### config.mk
export PLATFORM = sky130hd
export DESIGN_NAME = approx_adder_error_monitor
export DESIGN_NICKNAME = d
export VERILOG_FILES = /design/src/rtl/approx_mon_pkg.sv /design/src/rtl/error_distance_unit.sv /design/src/rtl/approx_adder_error_monitor.sv
export SDC_FILE = /design/constraint.sdc
export NUM_CORES = 1
export LEC_CHECK = 0
export CAP_MARGIN = 20
export CORE_MARGIN = 1
export CORE_UTILIZATION = 30
export DETAILED_ROUTE_END_ITERATION = 12
export GPL_TIMING_DRIVEN = 0
export SLEW_MARGIN = 20
export SYNTH_ARGS = -nofsm -noshare
export SYNTH_HDL_FRONTEND = slang
export SYNTH_SLANG_ARGS = --single-unit
### constraint.sdc
create_clock -name clk -period 7.03 [get_ports clk]
set_input_delay 1.406 -clock clk [delete_from_list [all_inputs] [get_ports clk]]
set_output_delay 1.406 -clock clk [all_outputs]
set_load 0.03 [all_outputs]
### src/rtl/approx_mon_pkg.sv
// rtl/approx_mon_pkg.sv - shared types, default widths and saturating helper for the error monitor
package approx_mon_pkg;

  typedef enum logic [1:0] {
    IDLE   = 2'd0,
    ACCUM  = 2'd1,
    DRAIN  = 2'd2,
    REPORT = 2'd3
  } mon_state_t;

  localparam int DEF_WIDTH = 16;
  localparam int DEF_CNT_W = 32;
  localparam int DEF_ACC_W = 48;

  // Increment that sticks at lim instead of wrapping; callers cast back to their width.
  function automatic logic [63:0] sat_inc(input logic [63:0] v, input logic [63:0] lim);
    return (v >= lim) ? lim : v + 64'd1;
  endfunction

endpackage

### src/rtl/error_distance_unit.sv
// rtl/error_distance_unit.sv - exact sum of two operands and its distance from an approximate sum
module error_distance_unit #(
  parameter int WIDTH = 16
) (
  input  logic [WIDTH-1:0] in1,
  input  logic [WIDTH-1:0] in2,
  input  logic [WIDTH:0]   approx,
  output logic [WIDTH:0]   err
);

  logic [WIDTH:0] exact;

  always_comb begin
    exact = {1'b0, in1} + {1'b0, in2};
    err   = (exact >= approx) ? (exact - approx) : (approx - exact);
  end

endmodule

### src/rtl/approx_adder_error_monitor.sv
// rtl/approx_adder_error_monitor.sv - windowed error statistics for an approximate adder under test
module approx_adder_error_monitor
  import approx_mon_pkg::*;
#(
  parameter int WIDTH = DEF_WIDTH,
  parameter int CNT_W = DEF_CNT_W,
  parameter int ACC_W = DEF_ACC_W
) (
  input  logic             clk,
  input  logic             rst,
  input  logic             cmd_start,
  input  logic             cmd_done,
  input  logic             in_valid,
  output logic             in_ready,
  input  logic [WIDTH-1:0] IN1,
  input  logic [WIDTH-1:0] IN2,
  input  logic [WIDTH:0]   APPROX,
  output logic             res_valid,
  input  logic             res_ready,
  output logic [CNT_W-1:0] res_count,
  output logic [CNT_W-1:0] res_err_count,
  output logic [ACC_W-1:0] res_sum_err,
  output logic [WIDTH:0]   res_max_err,
  output logic [WIDTH-1:0] res_max_in1,
  output logic [WIDTH-1:0] res_max_in2,
  output logic             res_sat
);

  localparam logic [CNT_W-1:0] CNT_ONES = '1;
  localparam logic [ACC_W-1:0] ACC_ONES = '1;

  mon_state_t       state_q, state_d;
  logic             in_ready_q, in_ready_d;
  logic             res_valid_q, res_valid_d;
  logic             s1_valid_q, s1_valid_d;
  logic             s2_valid_q, s2_valid_d;
  logic [WIDTH:0]   s1_err_q, s1_err_d;
  logic [WIDTH-1:0] s1_in1_q, s1_in1_d, s1_in2_q, s1_in2_d;
  logic [CNT_W-1:0] count_q, count_d, err_count_q, err_count_d;
  logic [ACC_W-1:0] sum_err_q, sum_err_d;
  logic [WIDTH:0]   max_err_q, max_err_d;
  logic [WIDTH-1:0] max_in1_q, max_in1_d, max_in2_q, max_in2_d;
  logic             sat_q, sat_d;

  logic             accept;
  logic             clear;
  logic [WIDTH:0]   err_w;
  logic [ACC_W:0]   sum_w;

  error_distance_unit #(.WIDTH(WIDTH)) u_edu (
    .in1    (IN1),
    .in2    (IN2),
    .approx (APPROX),
    .err    (err_w)
  );

  always_comb begin
    state_d = state_q;
    clear   = 1'b0;
    case (state_q)
      IDLE: begin
        if (cmd_start) begin
          state_d = ACCUM;
          clear   = 1'b1;
        end
      end
      ACCUM: begin
        if (cmd_start)     clear   = 1'b1;
        else if (cmd_done) state_d = DRAIN;
      end
      DRAIN:   if (!s1_valid_q && !s2_valid_q) state_d = REPORT;
      REPORT:  if (res_valid_q && res_ready)   state_d = IDLE;
      default: state_d = IDLE;
    endcase

    in_ready_d  = (state_d == ACCUM);
    res_valid_d = (state_d == REPORT);
    accept      = in_valid && in_ready_q;

    // A restart throws away whatever is still travelling through the pipe.
    s1_valid_d = accept && !clear;
    s1_err_d   = accept ? err_w : s1_err_q;
    s1_in1_d   = accept ? IN1 : s1_in1_q;
    s1_in2_d   = accept ? IN2 : s1_in2_q;
    s2_valid_d = s1_valid_q && !clear;

    count_d     = count_q;
    err_count_d = err_count_q;
    sum_err_d   = sum_err_q;
    max_err_d   = max_err_q;
    max_in1_d   = max_in1_q;
    max_in2_d   = max_in2_q;
    sat_d       = sat_q;
    sum_w       = {1'b0, sum_err_q} + {{(ACC_W - WIDTH){1'b0}}, s1_err_q};

    if (clear) begin
      count_d     = '0;
      err_count_d = '0;
      sum_err_d   = '0;
      max_err_d   = '0;
      max_in1_d   = '0;
      max_in2_d   = '0;
      sat_d       = 1'b0;
    end else if (s1_valid_q) begin
      count_d = CNT_W'(sat_inc(64'(count_q), 64'(CNT_ONES)));
      if (count_q == CNT_ONES) sat_d = 1'b1;
      if (s1_err_q != '0) begin
        err_count_d = CNT_W'(sat_inc(64'(err_count_q), 64'(CNT_ONES)));
        if (err_count_q == CNT_ONES) sat_d = 1'b1;
      end
      if (sum_w[ACC_W]) begin
        sum_err_d = ACC_ONES;
        sat_d     = 1'b1;
      end else begin
        sum_err_d = sum_w[ACC_W-1:0];
      end
      // Strictly greater keeps the earliest worst-case operands on ties.
      if (s1_err_q > max_err_q) begin
        max_err_d = s1_err_q;
        max_in1_d = s1_in1_q;
        max_in2_d = s1_in2_q;
      end
    end
  end

  always_ff @(posedge clk) begin
    if (rst) begin
      state_q     <= IDLE;
      in_ready_q  <= 1'b0;
      res_valid_q <= 1'b0;
      s1_valid_q  <= 1'b0;
      s2_valid_q  <= 1'b0;
      s1_err_q    <= '0;
      s1_in1_q    <= '0;
      s1_in2_q    <= '0;
      count_q     <= '0;
      err_count_q <= '0;
      sum_err_q   <= '0;
      max_err_q   <= '0;
      max_in1_q   <= '0;
      max_in2_q   <= '0;
      sat_q       <= 1'b0;
    end else begin
      state_q     <= state_d;
      in_ready_q  <= in_ready_d;
      res_valid_q <= res_valid_d;
      s1_valid_q  <= s1_valid_d;
      s2_valid_q  <= s2_valid_d;
      s1_err_q    <= s1_err_d;
      s1_in1_q    <= s1_in1_d;
      s1_in2_q    <= s1_in2_d;
      count_q     <= count_d;
      err_count_q <= err_count_d;
      sum_err_q   <= sum_err_d;
      max_err_q   <= max_err_d;
      max_in1_q   <= max_in1_d;
      max_in2_q   <= max_in2_d;
      sat_q       <= sat_d;
    end
  end

  assign in_ready      = in_ready_q;
  assign res_valid     = res_valid_q;
  assign res_count     = count_q;
  assign res_err_count = err_count_q;
  assign res_sum_err   = sum_err_q;
  assign res_max_err   = max_err_q;
  assign res_max_in1   = max_in1_q;
  assign res_max_in2   = max_in2_q;
  assign res_sat       = sat_q;

endmodule
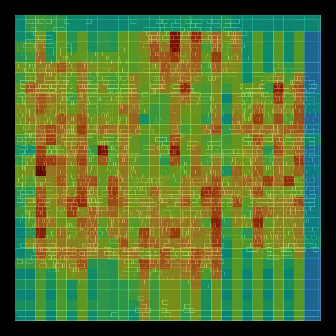
Figure 1: run 1, routing congestion map.
global routing met3 resource utilization: 3.587%
Post-Route Utilization: 40.16%

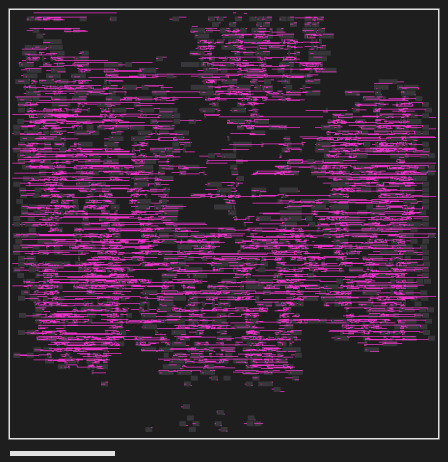
Figure 2: run 1, met1 routing.
Scale bar: 50 µm.
wire length on this layer: 16,900 µm
main direction: horizontal
longest straight run: 52.4 µm
nets with wire on the layer: 1,687
GRT met1 Usage: 22.93%
final WL: 38,420 µm

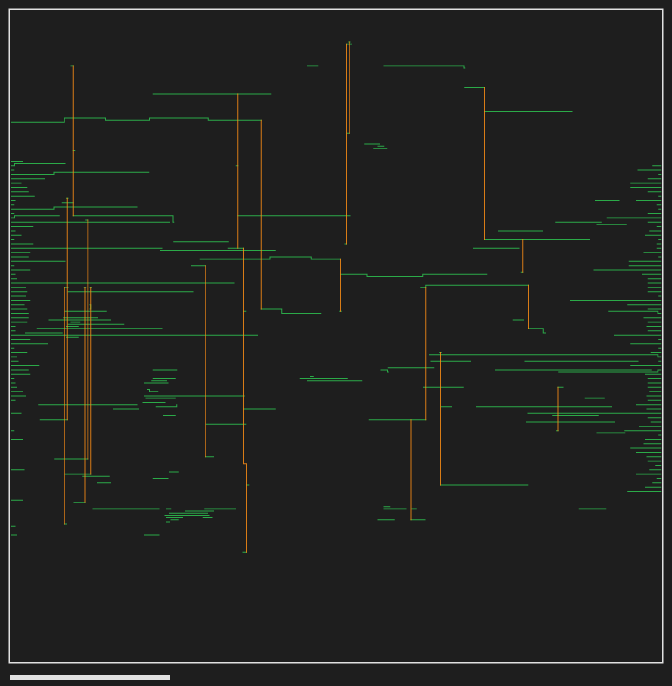
Figure 3: run 1, wiring by layer.
Scale bar: 50 µm. Only two layers are drawn.
[orange] met4 | wire length: 961 µm
[green] met3 | wire length: 2,490 µm
overall routing resource usage: 18.15%
via count: 11,480

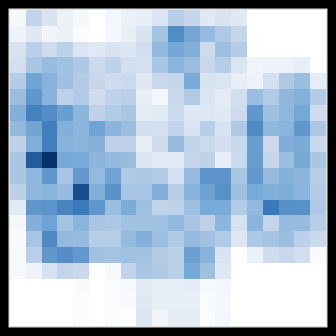
Figure 4: run 1, routed metal per tile.
20 x 20 tiles, from white (low) to dark blue (high), scaled to the fullest tile. Values are wire area over tile area, all layers added.
emptiest ninth of the die: south-east
tiles over half the peak: 13%
mean over tiles: 0.15
nearly empty tiles: 15%
fullest tile: 0.55
densest ninth of the die: west

==> run summary, run 1 <==
Status of the implementation.

- The run finished with clean final reports.
- In the log, the iteration count for the first detailed-route pass is 5.
- Total power for the finished layout comes to 3.439 mW.
- The total area inside the core boundary comes to 40,010 µm².
- The post-synth area from yosys stat is 12,260 µm², for reference.
- The stage delay of the slowest cell on the critical path is 0.55 ns, for reference.
- After clock tree synthesis, the clock-pin slew on the worst setup and hold paths is 0.06 ns.
- The most frequently used flop master after synthesis is dfxtp_1, for reference.
- The net switching fraction of the power is 28.21%, for reference.
- Setup repair after global routing left no endpoint under its margin.
- The script extracted a total leakage power of 6.330 nW.
- Per the CTS log, the maximum H-tree level is 1.
- The total nets after synthesis is 1,612, for reference.
- Leaving out fill and tap cells, the most frequent cells in the layout are clkdlybuf4s50_1, dfxtp_1, a21oi_1, nand2_1, nor2_1.
- Once the floorplan was initialized, standard cells occupied 30.64% of the core.
- The group drawing the most power is the clock network, for reference.
- The length in cells of the worst reg-to-reg path is 12, for reference.
- The total negative setup slack is 0 ns, for reference.
- In this run, CTS created clock tree buffers numbering 26.
- The reg-to-reg setup timing slack is 3.75 ns, for reference.
- The startpoint of the worst-slack reg-to-reg timing path is s1_err_q[1], for reference.
- The cell resize tally after clock tree synthesis is 0, for reference.
- Summed over all layers, the global routing overflow is 0.
- The share of the synthesized area in the top cell type is 35.44%, for reference.
- The synthesized netlist cell count is 1,468, for reference.
- The global-route met2 utilization is 31.14%, for reference.
- Per the OpenROAD floorplan log, the area of the die is 41,680 µm².
- Once iteration 0 of detailed routing completed, the report listed 726 DRC markers.
- The arrival time at the worst endpoint is 6.80 ns, for reference.
- The yosys synthesis warning count is 0, for reference.
- The layout has 71 inverters outside the clock class.
- After synthesis, flip-flops and latches occupy 35.44% of the total area.
- The cell-internal power is 2.469 mW, for reference.
- In this run the worst path has a maximum fanout of 10.
- The first-pass GRT wire length is 59,670 µm, for reference.
- In this run the layout overhead on the synthesized area is reported as 31.06%.
- The reported net switching power is 0.9700 mW, for reference.
- The clock network accounts for 42.9% of the total power.
- Counting flops with a built-in enable in the synthesized netlist gives 0.
- Among cell families on the critical path, the largest total delay comes from AND-OR/OR-AND gates.
- Wire segments on met3 add up to 2488 µm in the final route.
- The required time at the worst endpoint is listed as 7.44 ns.
- The cell repeated most along the worst path is o211ai_2, for reference.
- The layout summary lists the proportion of cells stronger than drive strength 1 as 6.055%.
- The number of ordinary and repair buffers in the finished layout is 286, for reference.
- For this run, combinational gates with multiple inputs come to 1,112.
- The category of the worst setup path launch point is an input pin, for reference.
- Endpoints failing hold in the final report were tallied at 0.
- Combinational power for this build is 0.687 mW.
- The net count of the finished layout is 1,858, for reference.
- The post-route non-filler standard cell count is 2,261, for reference.
- The cell with the most instances after synthesis is dfxtp_1, for reference.
- The synthesized netlist devotes 9.328% of its cell area to adder and majority cells.
- The insertion delay of the later-clocked pin in the worst-skew pair is 0.53 ns, for reference.
- After detailed routing, the met2 layer carries 18,050 µm of wire.
- The clock tree has to reach 217 sinks.
- The critical path depth in cells is 23, for reference.
- The worst reg2reg path endpoint is res_max_err[14], for reference.
- Detailed placement finished with a half-perimeter wire length of 30,460 µm.
- The fraction of area in non-clock buffers is 15.56%, for reference.
- The number of input and output port buffers inserted is 218, for reference.
- The post-detailed-route via-to-cell ratio is 5.075, for reference.
- The xor-xnor portion of the synthesized cell area is 7.144%, for reference.
- The number of primary I/O pins is 219, for reference.
- STA reports the tightest min-delay check as being of type reg2reg.
- The cell sitting at the root of the clock tree is a clkbuf_16.
- The most common logic cell in the final layout is clkdlybuf4s50_1.
- The slew check shows that the tightest pin keeps a relative margin of 49.53%.
## run 1: worst max path at each step
| stage | endpoint | from |
|---|---|---|
| after detailed placement | s1_err_q[14] | IN2[0] |
| after global routing | s1_err_q[14] | IN2[0] |
| after global placement | s1_err_q[14] | IN2[0] |
| final | s1_err_q[14] | IN2[0] |
| after CTS | s1_err_q[14] | IN2[0] |
| after floorplan | s1_err_q[14] | IN1[0] |
## run 1: flip-flops by register name (all words and copies together) (netlist names)
register / flops
res_sum_err: 48
res_count: 32
res_err_count: 32
res_max_err: 17
s1_err_q: 17
res_max_in1: 16
res_max_in2: 16
s1_in1_q: 16
s1_in2_q: 16
state_q: 2
in_ready: 1
res_sat: 1
res_valid: 1
s1_valid_q: 1
s2_valid_q: 1
==> inputs of run 2 (changes only) <==
- DONT_BUFFER_PORTS: default -> 1
- HOLD_SLACK_MARGIN: default -> 0.1
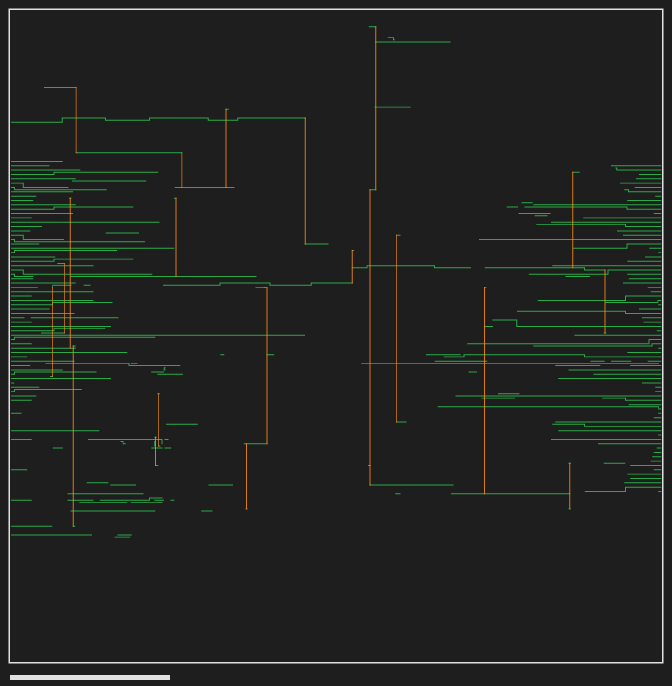
Figure 5: run 2, wiring by layer.
Scale bar: 50 µm. Only two layers are drawn.
[orange] met4 | wire length: 709 µm
[green] met3 | wire length: 3,700 µm

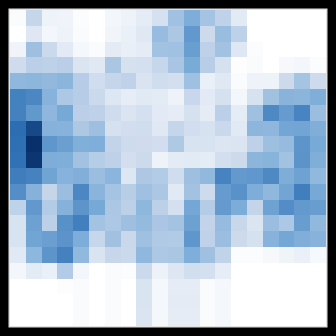
Figure 6: run 2, routed metal per tile.
20 x 20 tiles, from white (low) to dark blue (high), scaled to the fullest tile. Values are wire area over tile area, all layers added.
nearly empty tiles: 17%
tiles over half the peak: 15%
mean over tiles: 0.15
fullest tile: 0.57
emptiest ninth of the die: south-east
via count: 10,550
wire per inst: 18.37 µm
final WL: 37,500 µm

==> run 2 against run 1 <==
Register-to-register slack got worse by 0.25 ns. Sequential cell count unchanged. Final area fell by 14%. Clock skew increased by 0.0013 ns. Via count decreased by 8.1%. Sequential power hardly changed. Maximum frequency rose by 11%. Utilization shrank 5.6 points. Largest cell class unchanged. Largest power group unchanged.
==> run summary, run 2 <==
Status of the implementation.

- The post-place setup slack is 0.8059 ns, for reference.
- The post-detailed-placement cell area is 12,920 µm², for reference.
- Per the detail_route log, met2 wirelength is 17,510 µm.
- The setup path with the least slack is of type in2reg.
- The number of remaining DRC errors is 0, for reference.
- In this run the core area contains 73 standard-cell rows.
- The number of sinks on the clock net is 217, for reference.
- The uppermost signal routing layer after detailed routing is met4, for reference.
- According to the floorplan report, the die width is 204.2 µm.
- The routed wire length on met3 is 3701 µm, for reference.
- Per STA, the worst path accumulates the most delay in the family AND-OR/OR-AND gates.
- The number of instances in the placed design is 1,993, for reference.
- The share of flip-flops with an asynchronous set or reset is 0%, for reference.
- According to the finish report, the design has a final net count of 1,640.
- Of all nets on the critical path, the largest fanout is 10.
- The area fraction in mux cells is 4.746%, for reference.
- The fraction of final layout cells with drive strength greater than 1 is 6.794%, for reference.
- The synth_stat.txt file lists the number of cells as 1,468.
- In this run the tightest slew margin relative to its limit is 44.93%.
- The share of the synthesized area in the top cell type is 35.44%, for reference.
- The iteration count of the initial detailed-routing pass is 5, for reference.
- Entering global routing, the biggest net connects 14 pins.
- The total die size is 41,680 µm², for reference.
- The total leakage power is 5.523 nW, for reference.
- The initial detailed-routing violation count is 734, for reference.
- The flow ran to the end, and the final reports show no timing, DRC or antenna violations.
- The number of antenna-violating nets in the routed design is 0, for reference.
- The first global-routing pass estimated 57,460 µm of wire.
- The count of cells in the finished layout, fillers not included, comes to 2,041.
- The ratio of total power to cell area is 242.3 nW/µm², for reference.
- The highest ir drop seen on vdd is 0.0001975 V, for reference.
- The register area is 4344 µm², for reference.
- According to the timing report, the critical path is launched from IN1[0].
- In this design, the stage delay of the slowest critical-path cell is 0.54 ns.
- The category of the worst setup path launch point is an input pin, for reference.
- The footprint of the multi-input gates is 7331 µm², for reference.
- The cell type with the largest total area is dfxtp_1, for reference.
- Synthesis produced 1,468 cells.
- The netlist area before placement is 12,260 µm², for reference.
- Post-CTS repair ended up resizing 0 cells.
- For this run, the leading register cell type out of synthesis is dfxtp_1.
- The cell repeated most along the worst path is o211ai_2, for reference.
- The post-synth area from yosys stat is 12,260 µm², for reference.
- For this design the top-level I/O count stands at 219.
- The final hold violation count recorded for this run is 0.
- The total negative setup slack is 0 ns, for reference.
- The hold path startpoint is s1_in2_q[9], for reference.
- The final clock period utilization by the worst path is 82.15%, for reference.
- The met3 routing resource usage after global routing is 6.649%, for reference.
- Setup repair after global routing left no endpoint under its margin.
- The highest clock frequency the design can meet is 173.2 MHz, for reference.
- The root buffer cell chosen for the clock tree is clkbuf_16.
- The number of global-route vias before repair is 10,160, for reference.
- The number of distinct library cell variants in the gate-level netlist after synthesis is 78, for reference.
- The synthesis-to-layout area growth is 12.85%, for reference.
- The clock buffer count from CTS is 26, for reference.
- The total global routing track utilization is 17.51%, for reference.
- The clock tree from TritonCTS is built, for reference.
- Sorting the synthesized cells by how often they occur yields dfxtp_1, a21oi_1, nand2_1.
- The type of the tightest min-delay check is reg2reg, for reference.
- The arrival time at the worst endpoint is 6.19 ns, for reference.
- Counting pins that exceed their max-slew limit in the final report gives 0.
- The share of synthesized area occupied by flip-flops and latches is 35.44%, for reference.
- The total inserted antenna cells is 0, for reference.
- The count of max-cap constraint violations is 0, for reference.
- The met1 usage in global routing is 20.93%, for reference.
- The number of warnings in the stage logs is 42, for reference.
- After detailed routing, the wire length on met1 is 15,590 µm.
- Per the post-run analysis, buffers plus inverters along the critical path come to 1.
- The simple logic cell fraction of the synthesized area is 19.52%, for reference.
- The report puts the hold buffer count at CTS at 0.
- The total power is 3.353 mW, for reference.
- The clock arrives with 0.01400 ns of skew.
- The clock reaches the later pin of the worst-skew pair after 0.54 ns.
- Across all hold checks on the routed design, the worst slack comes to 0.4532 ns.
- The initial antenna violation count was 0.
- The slew at the pin closest to its max-slew limit is 0.8261 ns, for reference.
- The smallest clock period supported by the final layout is computed as 5.775 ns.
- Global routing used 29.78% of the available met2 tracks.
- The startpoint of the worst-slack reg-to-reg timing path is res_max_err[1], for reference.
- The number of input and output port buffers inserted is 0, for reference.
- The H-tree level count is 1, for reference.
- The maximum buffer depth of the clock tree is 3, for reference.
- The adder and majority gate portion of the synthesized area is 9.328%, for reference.
- The clock slew seen by the registers of the worst setup and hold paths is 0.06 ns, for reference.
- The highest-count logic cell in the final layout is dfxtp_1, for reference.
- The total half-perimeter wirelength after legalization and detailed placement is 29,530 µm, for reference.
- The data required time at the worst endpoint is 7.45 ns, for reference.
- The xor-xnor portion of the synthesized cell area is 7.144%, for reference.
- The end-of-flow timing check tallies setup violations at 0.
- The post-synthesis average cell area is 8.351 µm², for reference.
- Ranking logic cells in the layout by count gives the top entries dfxtp_1, a21oi_1, nand2_1, nor2_1, ha_1.
- The global-route congestion overflow total is 0, for reference.
- The initial standard-cell utilization of the core is 30.64%, for reference.
- Routability-driven placement finished with a final weighted congestion of 0.9312.
- The post-detailed-route via-to-cell ratio is 5.167, for reference.
- The worst setup path is captured at a register.
- The number of fill cells is 4,169, for reference.
- The die height is 204.2 µm, for reference.
- The cell with the most instances after synthesis is dfxtp_1, for reference.
- Per STA, the worst path is made up of ha_1 -> fa_1 -> a21o_1 -> a21oi_1 -> o21bai_1 -> a21oi_1 -> o21bai_1 -> a211oi_1 -> nor2_1 -> o21a_1 -> o21a_1 -> ha_1 -> buf_2 -> and3_1 -> o21ai_1 -> o211ai_1 -> or4_4 -> o211ai_2 -> o211ai_2 -> o211ai_2 -> a2111oi_1 -> a311o_1.
- The cell at the slowest stage of the critical path is or4_4, for reference.
- Global routing put the most usage on met2.
- The post-synth tally of flip-flops with integrated enable is 0, for reference.
- The dominant combinational cell family by area after synthesis is simple AND/OR/NAND/NOR gates, for reference.
- Counting every net in the synthesized netlist gives 1,612.
- The flip-flop count of the largest register after layout is 48, for reference.
- In this run the post-CTS setup repair buffer count came out at 0.
- The utilization of the core after routing is 34.58%, for reference.
- The yosys synthesis warning count is 0, for reference.
- The area of the placeable core is 40,010 µm², for reference.
- Per the synthesis report, the AND-OR/OR-AND share of the synthesized area is 19.05%.
- The design area is 13,830 µm², for reference.
- Counting flops and latches in the post-synthesis netlist gives 217.
-- run 2: path summary, 6_finish.rpt --
| kind | endpoint | slack, ns | cells past startpoint |
|---|---|---|---|
| max | s1_err_q[14] | 1.25 | 22 |
| min | s1_in2_q[9] | 0.45 | 2 |
| max reg2reg | res_max_err[8] | 3.50 | 13 |
| min reg2reg | s1_in2_q[9] | 0.45 | 2 |
-- run 2: final cells by class --
type,instances,area share (%)
buffer,68,2.297
tap,525,4.748
sequential,217,31.40
clock buffer,34,5.291
multi-input combinational,1112,52.99
inverter,71,1.926
clock inverter,14,1.348
-- run 2: power by group --
part	total, mW	internal [mW]	leakage (nW)	switching, mW
sequential	1.28	1.25	1.75	0.0317
clock	1.44	0.881	0.436	0.554
combinational	0.635	0.249	3.33	0.387
total	3.35	2.38	5.52	0.972
==> inputs of run 3 (changes only) <==
- clock period: 7.03 -> 5.92 ns (I/O delays scaled with it)
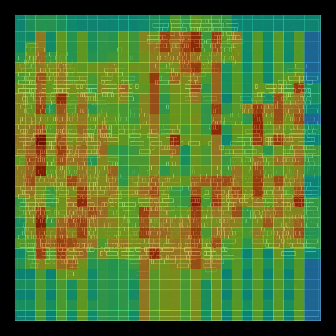
Figure 7: run 3, routing congestion map.
GRT met1 Usage: 20.93%
overall routing resource usage: 17.51%

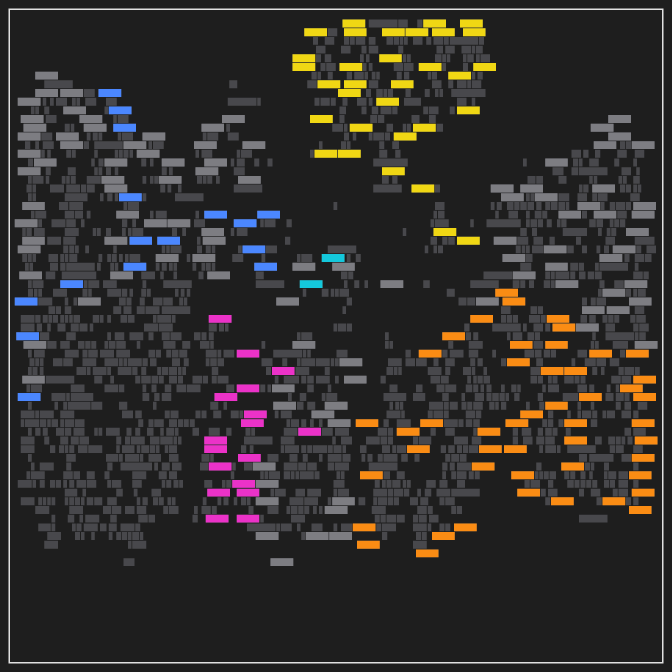
Figure 8: run 3, register map, names as in the netlist.
[magenta] `s1_err_q` | placed flops: 17
[yellow] `res_count` | placed flops: 32 | where: north
[orange] `res_sum_err` | placed flops: 48
[blue] `res_max_in1` | placed flops: 16
[cyan] `state_q` | placed flops: 2
Reg area: 4344 µm²
Flop+latch power: 1.52 mW
Post-Route Utilization: 34.58%

==> run 3 against run 2 <==
Critical path depth did not move. Critical endpoint unchanged. Die area unchanged. Total power grew 19%.
==> run summary, run 3 <==
Status of the implementation.

- The report counts max-capacitance violations totalling 0.
- Per the synthesis report, the number of distinct cell types is 78.
- After the flow finishes, the layout carries non-filler instances totaling 2,041.
- The non-clock inverters instantiated in the layout total 71.
- The post-detailed-route via-to-cell ratio is 5.167, for reference.
- Together, buffers and inverters on the worst path number 1.
- At the end of the flow, the number of nets in the layout was 1,640.
- STA puts the critical path data required time at 6.34 ns.
- STA lists the endpoint of the worst register-to-register path as res_max_err[8].
- The synthesis run identifies the leading combinational cell family as simple AND/OR/NAND/NOR gates.
- The highest ir drop seen on vdd is 0.0002345 V, for reference.
- The launching instance or port of the critical path is IN1[0], for reference.
- OpenSTA, run right after detailed placement, puts the worst setup slack at -0.08214 ns.
- The reported clock group power is 1.70 mW, for reference.
- The flow ran to the end, and the final reports show no timing, DRC or antenna violations.
- Counting pins that exceed their max-slew limit in the final report gives 0.
- In this run the number of cells on the critical path is 22.
- The initial antenna violation count is 0, for reference.
- Per the detail_route report, routed wire per instance is 18.37 µm.
- STA shows the worst reg2reg path with a cell count of 13.
- The number of clock buffer instances in the layout is 34, for reference.
- The post-detailed-placement cell area is 12,920 µm², for reference.
- The total inserted antenna cells is 0, for reference.
- The reported net switching power is 1.155 mW, for reference.
- The number of sinks on the clock net is 217, for reference.
- The synthesis-stage register bit count is 217, for reference.
- Looking at area per cell type in the netlist, the leader is dfxtp_1.
- The combinational power is 0.754 mW, for reference.
- In the final timing run, aggregate negative setup slack is 0 ns.
- In the final layout, the multi-input gates occupy 7331 µm².
- The design has 217 sequential cells.
- After Yosys synthesis, and, or, nand and nor cells account for 19.52% of the synthesized area.
- STA classifies the critical path startpoint as an input pin.
- In this run the register-to-register setup slack is 2.39 ns.
- The number of hold violations in the final report is 0, for reference.
- The number of global-route vias before repair is 10,160, for reference.
- The HPWL after detailed placement is 29,530 µm.
- The startpoint of the worst-slack reg-to-reg timing path is res_max_err[1], for reference.
- In this run, the synthesized area fraction spent on AND-OR/OR-AND gates is recorded as 19.05%.
- Per STA, the highest per-stage delay on the worst path measures 0.54 ns.
- The share of flip-flops with an asynchronous set or reset is 0%, for reference.
- The cts-stage hold buffer count is 0, for reference.
- The tree is rooted in a clkbuf_16.
- The fraction of final layout cells with drive strength greater than 1 is 6.794%, for reference.
- The cell at the slowest stage of the critical path is or4_4, for reference.
- The first-pass GRT wire length is 57,460 µm, for reference.
- According to the timing report, the critical path is captured at s1_err_q[14].
- After synthesis, the most frequently instantiated cells are dfxtp_1, a21oi_1, nand2_1.
- The design area is 13,830 µm², for reference.
- The number of cells traversed by the worst hold path is 2, for reference.
- The detailed router finished its first iteration with 734 violations.
- The total die size is 41,680 µm², for reference.
- TritonCTS built the clock tree.
- Sequential cells were found to cover 35.44% of the synthesized design area.
- CTS built an H-tree with a depth of 1.
- The flip-flop count of the largest register after layout is 48, for reference.
- Per STA, the worst path is made up of ha_1 -> fa_1 -> a21o_1 -> a21oi_1 -> o21bai_1 -> a21oi_1 -> o21bai_1 -> a211oi_1 -> nor2_1 -> o21a_1 -> o21a_1 -> ha_1 -> buf_2 -> and3_1 -> o21ai_1 -> o211ai_1 -> or4_4 -> o211ai_2 -> o211ai_2 -> o211ai_2 -> a2111oi_1 -> a311o_1.
- The share of the synthesized area in the top cell type is 35.44%, for reference.
- Per the gpl log, the routability congestion estimate is 0.9312.
- Entering global routing, the biggest net connects 14 pins.
- The cell resize tally after clock tree synthesis is 0, for reference.
- The clock-cell share of area is 6.638%, for reference.
- The highest net fanout along the worst path is 10, for reference.
- The row count is 73, for reference.
- The worst hold path begins at s1_in2_q[9].
- The cell repeated most along the worst path is o211ai_2, for reference.
- The most frequently used flop master after synthesis is dfxtp_1, for reference.
- The final count of negative-setup-slack endpoints is 0, for reference.
- The global route stage reports its total congestion overflow as 0.
- The die height is 204.2 µm, for reference.
- The clock period could shrink to 5.553 ns.
- The area of the placeable core is 40,010 µm², for reference.
- Across all checked pins, the minimum headroom to the slew limit is 44.93%.
- The number of input and output port buffers inserted is 0, for reference.
- Looking at the clock tree report, the maximum root-to-sink buffer count equals 3.
- The total nets after synthesis is 1,612, for reference.
- The most frequently used library cell after synthesis is dfxtp_1.
- The yosys synthesis warning count is 0, for reference.
- In the hold report, the worst path ends at s1_in2_q[9].
- The final timing summary puts the cycle share of the worst path at 93.80%.
- 219 I/O pins were placed.
- Final hold analysis gives a worst-case slack of 0.4532 ns.
- The xor-xnor portion of the synthesized cell area is 7.144%, for reference.
- Including well taps, the total number of placed cells is 1,993.
- Leaving out fill and tap cells, the most frequent cell in the layout is dfxtp_1.
- According to the cell report, the number of logic gates is 1,112.
- The group drawing the most power is the clock network, for reference.
- Ranking logic cells in the layout by count gives the top entries dfxtp_1, a21oi_1, nand2_1, nor2_1, ha_1.
- The number of fill cells is 4,169, for reference.
- The cell-internal power is 2.827 mW, for reference.
- The ratio of total power to cell area is 287.8 nW/µm², for reference.
- The area fraction in mux cells is 4.746%, for reference.
- The design draws 3.981 mW.
- The number of cells reported by Yosys stat comes to 1,468.
- The total via count in the routed design is 10,550, for reference.
- The final timing report lists clock skew as 0.01400 ns.
- During tapcell insertion the tool placed 525 well taps.
[run 3: cell counts in the layout (fill, tap and decap cells not counted)]
No cell type changed its count.
[run 3: logic make-up (layout without fill, tap and decap cells)]
kind of cell,after synthesis,after routing
xor+xnor,100,100
buf+inv,139,187
flops,217,217
fa+ha+maj,89,89
simple gates,487,487
mux,58,58
compound gates,378,378
[run 3: worst min-delay path: cells and delay by family, from the launching register on]
kind	cells	cell delay, ns
flops	1	0.30
simple gates	1	0.05
compound gates	1	0.05
[run 3: layer usage]
| layer | global-route usage (%) | vias up | share of wire, % |
|---|---|---|---|
| met5 | 0 | - | 0 |
| met2 | 29.78 | 302 | 47 |
| li1 | - | 5255 | - |
| met3 | 6.649 | 48 | 9.9 |
| met4 | 3.305 | 0 | 1.9 |
| met1 | 20.93 | 4940 | 42 |
No activity file was given, so power comes from the tool's default toggle rates.
